**config.mk**
```make
export PLATFORM = sky130hd
export DESIGN_NAME = alu_share_arbiter
export DESIGN_NICKNAME = d
export VERILOG_FILES = /design/src/rtl/alu_share_arbiter.sv
export SDC_FILE = /design/constraint.sdc
export NUM_CORES = 1
export LEC_CHECK = 0
export CAP_MARGIN = 20
export CORE_MARGIN = 5
export CORE_UTILIZATION = 27
export CTS_BUF_LIST = sky130_fd_sc_hd__clkbuf_4 sky130_fd_sc_hd__clkbuf_8
export CTS_CLUSTER_SIZE = 25
export DETAILED_ROUTE_END_ITERATION = 6
export PLACE_DENSITY_LB_ADDON = 0.1
export SYNTH_ARGS = -nofsm -noshare
export SYNTH_HDL_FRONTEND = slang
export SYNTH_SLANG_ARGS = --single-unit
```
**constraint.sdc**
```tcl
create_clock -name clk_i -period 4.72 [get_ports clk_i]
set_clock_uncertainty 0.1 [all_clocks]
set_input_delay 0.472 -clock clk_i [delete_from_list [all_inputs] [get_ports clk_i]]
set_output_delay 0.472 -clock clk_i [all_outputs]
set_load 0.005 [all_outputs]
```
**src/rtl/alu_share_arbiter.sv**
```systemverilog
// Round-robin front end that shares one combinational ALU between two requesters,
// launches operands from registers and holds each response until it is consumed.
module alu_share_arbiter #(
  parameter int WIDTH   = 32,
  parameter int RR_INIT = 0
) (
  input  logic             clk_i,
  input  logic             rst_i,
  input  logic             req0_valid_i,
  output logic             req0_ready_o,
  input  logic [WIDTH-1:0] req0_a_i,
  input  logic [WIDTH-1:0] req0_b_i,
  input  logic [1:0]       req0_ctrl_i,
  input  logic             req0_s_i,
  input  logic             req1_valid_i,
  output logic             req1_ready_o,
  input  logic [WIDTH-1:0] req1_a_i,
  input  logic [WIDTH-1:0] req1_b_i,
  input  logic [1:0]       req1_ctrl_i,
  input  logic             req1_s_i,
  output logic             rsp_valid_o,
  input  logic             rsp_ready_i,
  output logic             rsp_id_o,
  output logic [WIDTH-1:0] rsp_result_o,
  output logic [3:0]       rsp_flags_o,
  output logic [WIDTH-1:0] alu_a_o,
  output logic [WIDTH-1:0] alu_b_o,
  output logic [1:0]       alu_ctrl_o,
  input  logic [WIDTH-1:0] alu_result_i,
  input  logic [3:0]       alu_nzcv_i,
  output logic [3:0]       flags_o
);

  typedef enum logic [1:0] {
    IDLE = 2'd0,
    EXEC = 2'd1,
    RESP = 2'd2
  } state_e;

  state_e           state_q;
  logic             prio_q;
  logic             op_s_q;
  logic             op_id_q;
  logic [WIDTH-1:0] alu_a_q;
  logic [WIDTH-1:0] alu_b_q;
  logic [1:0]       alu_ctrl_q;
  logic             rsp_valid_q;
  logic             rsp_id_q;
  logic [WIDTH-1:0] rsp_result_q;
  logic [3:0]       rsp_flags_q;
  logic [3:0]       flags_q;

  logic gnt_valid;
  logic gnt_id;

  // Priority only matters on contention; a lone requester always wins.
  assign gnt_valid = req0_valid_i | req1_valid_i;
  assign gnt_id    = (req0_valid_i & req1_valid_i) ? prio_q : req1_valid_i;

  assign req0_ready_o = (state_q == IDLE) && gnt_valid && !gnt_id;
  assign req1_ready_o = (state_q == IDLE) && gnt_valid &&  gnt_id;

  always_ff @(posedge clk_i or posedge rst_i) begin
    if (rst_i) begin
      state_q      <= IDLE;
      prio_q       <= (RR_INIT != 0);
      op_s_q       <= 1'b0;
      op_id_q      <= 1'b0;
      alu_a_q      <= '0;
      alu_b_q      <= '0;
      alu_ctrl_q   <= '0;
      rsp_valid_q  <= 1'b0;
      rsp_id_q     <= 1'b0;
      rsp_result_q <= '0;
      rsp_flags_q  <= '0;
      flags_q      <= '0;
    end else begin
      case (state_q)
        IDLE: begin
          if (gnt_valid) begin
            alu_a_q    <= gnt_id ? req1_a_i    : req0_a_i;
            alu_b_q    <= gnt_id ? req1_b_i    : req0_b_i;
            alu_ctrl_q <= gnt_id ? req1_ctrl_i : req0_ctrl_i;
            op_s_q     <= gnt_id ? req1_s_i    : req0_s_i;
            op_id_q    <= gnt_id;
            state_q    <= EXEC;
          end
        end
        EXEC: begin
          rsp_result_q <= alu_result_i;
          rsp_flags_q  <= alu_nzcv_i;
          rsp_id_q     <= op_id_q;
          if (op_s_q) flags_q <= alu_nzcv_i;
          prio_q       <= ~op_id_q;
          rsp_valid_q  <= 1'b1;
          state_q      <= RESP;
        end
        RESP: begin
          if (rsp_ready_i) begin
            rsp_valid_q <= 1'b0;
            state_q     <= IDLE;
          end
        end
        default: state_q <= IDLE;
      endcase
    end
  end

  assign alu_a_o      = alu_a_q;
  assign alu_b_o      = alu_b_q;
  assign alu_ctrl_o   = alu_ctrl_q;
  assign rsp_valid_o  = rsp_valid_q;
  assign rsp_id_o     = rsp_id_q;
  assign rsp_result_o = rsp_result_q;
  assign rsp_flags_o  = rsp_flags_q;
  assign flags_o      = flags_q;

endmodule

```
### Placement view

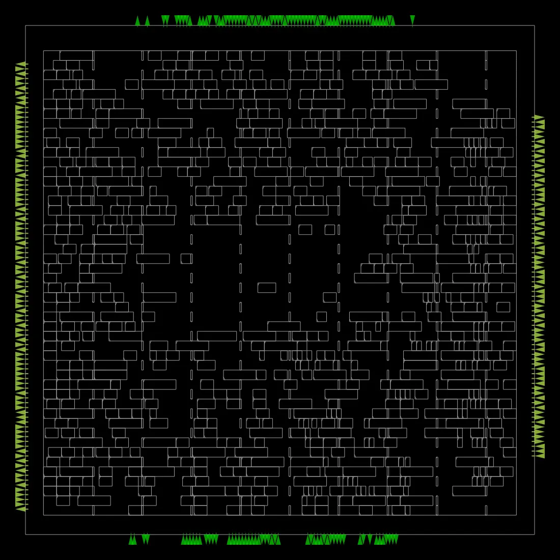
final core occ: 0.467
num tapcells: 225
flop share of the area: 0.349
Rows: 48
core area: 17,400 um2

### Metal 3

Scale bar: 50 um.
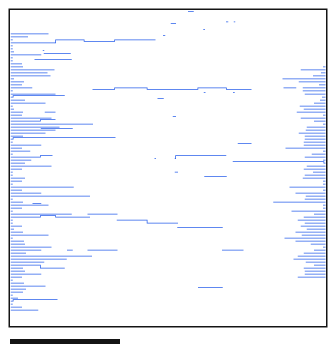
nets with wire on the layer	178
main direction	horizontal
share of all routed wire	11%
via count: 4,355
met3 Use GR: 0.0794
final WL: 17.3 mm

### Signal wires by layer

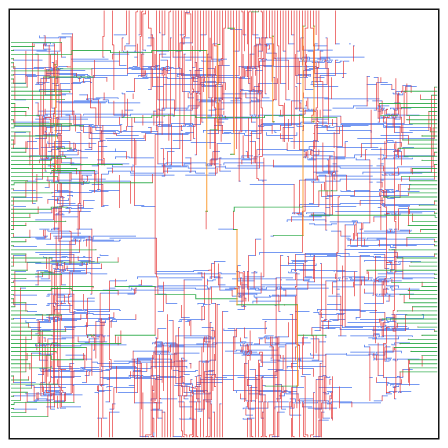
color	layer	wire length
green	M3	1,930 um
red	M2	8,150 um
orange	M4	343 um
blue	M1	6,850 um
post-DR wirelength/cell: 18.5 um
global-route usage over all layers: 0.165

-- power groups by stage --
stage / clock network, mW / registers, mW / logic [mW]
finish: 0.831 / 1.72 / 2.43
global route: 0.905 / 1.78 / 2.66
CTS: 0.861 / 1.72 / 2.49
detailed placement: 0 / 1.73 / 2.48
global placement: 0 / 1.71 / 2.45
floorplan: 0 / 1.74 / 1.12
-- per-layer routing --
layer  part of all wire  global-route usage  vias to the layer above  wire (um)
li1                   -                   -                     2066          -
met1               0.40               0.196                     2056       6850
met2               0.47               0.264                      213       8150
met3               0.11              0.0794                       20       1930
met4              0.020              0.0565                        0        342
met5                  0                   0                        -          0
-- worst max-delay path, delay by kind of cell, from the launching register on --
family / cells / cell delay, ns
buffers and inverters: 1 / 0.57
flip-flops: 1 / 0.47
AND/OR/NAND/NOR: 2 / 0.37
==> results_slide.txt <==
Synthesis and Place & Route Summary

Final layout
  • Layout Nets: 868
  • Fin cells: 931
  • Largest class: non-clock buffers
  • Most frequent cells in the layout: clkdlybuf4s50_1 (284), nand2_1 (114), dfrtp_1 (113), o21a_1 (67), a221o_1 (67)
  • Ant diodes: 0
  • FFs & Latches: 113
  • Filler cells: 1,588
  • Finished Cell Area: 8110 um2
  • ClkCell Share: 0.0432
  • Clock buffers: 20
  • Number of non-clock buffers: 291
  • Comb/total area: 0.215
  • Mi-comb count: 268
  • Seq. cell area: 2830 um2
  • Share of layout cells above drive strength 1: 0.0708
  • Dominant logic cell type in the layout: clkdlybuf4s50_1

Final timing
  • Fin crit share: 0.510
  • Fmax: 415 MHz
  • Hold slack: 0.375 ns
  • Fin. Hold Viols: 0
  • Final setup margin: 2.31 ns
  • Relative slew slack: 0.449

Worst setup path
  • Worst EP arrival: 1.84 ns
  • Reg2reg start: state_q[1]$_DFFE_PP0P_
  • Crit path from: state_q[1]$_DFFE_PP0P_
  • Crit Path Category: flip-flop to output port
  • R2R setup slack: 2.76 ns
  • CP Data Required Time: 4.15 ns
  • FF-to-FF path depth: 4
  • Crit. End Element: output port
  • Crit path largest cell delay: 0.57 ns
  • Worst Path Max Fanout: 7
  • Critical path, cell by cell: nor2_1, and3_2, clkdlybuf4s50_1
  • Nature of the critical path startpoint: flip-flop
  • Critical Path End: req0_ready_o

Clock tree
  • CTS tree: yes
  • Gates resized, CTS repair: 0
  • Clk root buf: clkbuf_8
  • Clk slew on worst S/H paths: 0.07 ns
  • Clk_lat worst skew: 0.43 ns
  • Max clock buf depth: 2
  • CTS Hold Bufs: 0
  • CTS buffer count: 17
  • Total setup buffers inserted after CTS: 0

Placed design
  • Port Buffer Count: 284
  • Hpwl dp: 12.2 mm
  • DP Area: 7760 um2
  • DP Cell Count: 899
  • Gpl congestion: 0.771

Power and ir drop
  • Net Switching: 1.65 mW
  • Worst vdd ir: 0.000217 V
  • Power Total: 4.98 mW
  • Power per cell area: 614 nW/um2
  • Leakage power: 3.47 nW
  • Sequential power share: 0.345
  • Logic gate share of total power: 0.488
  • Cell Int Power: 3.33 mW
  • Clock network fraction of design power: 0.167

Yosys
  • Top-area cell type share of the netlist area: 0.591
  • Synth area leader: dfrtp_1
  • Biggest area cells: dfrtp_1 (59%), a221o_1 (14%), o21a_1 (11%), nand2_1 (8.9%), buf_6 (1.6%)
  • Syn nets: 597
  • XORs/XNORs by Area: 0
  • Unique cell types: 19
  • Seq share, synth: 0.591
  • Adder share: 0
  • Post-synthesis average cell area: 11.3 um2
  • Simple Share, Synth: 0.102
  • MUX share of area: 0.00942
  • Flops out of synthesis: 113
  • Cells in synth_stat.txt: 422
  • Synthesized area: 4780 um2
  • Synth warnings: 0
  • Cells after Synth: 422
  • Dominant flop cell: dfrtp_1
  • Commonest cells post-synth: nand2_1 (114), dfrtp_1 (113), a221o_1 (67), o21a_1 (67), clkbuf_1 (17)
  • Largest logic family: AND-OR/OR-AND gates
  • Compound Share, Synth: 0.252

Min path
  • Hold EP: rsp_result_o[15]$_DFFE_PP0N_
  • Hold path startpoint: rsp_result_o[15]$_DFFE_PP0N_
  • Tightest Hold Check Type: flip-flop to flip-flop

Route
  • Pre-Repair DR Iteration Count: 4
  • ANT nets after route: 0
  • Drt first-iter violations: 216
  • Vias per cell: 4.68
  • DRC viols: 0

Floorplan
  • Die X-Extent: 143 um
  • I/O pin total: 285
  • Die height: 143 um
  • Area of the die: 20,500 um2
  • FP Util: 0.276

Global routing
  • Global-route wire length before repair: 26.1 mm
  • GRT overflow: 0
  • Largest net degree at the start of global routing: 69

Run status
  • Status: finished, final reports clean
Power figures rest on the tool's default switching activity, not on a simulated workload.
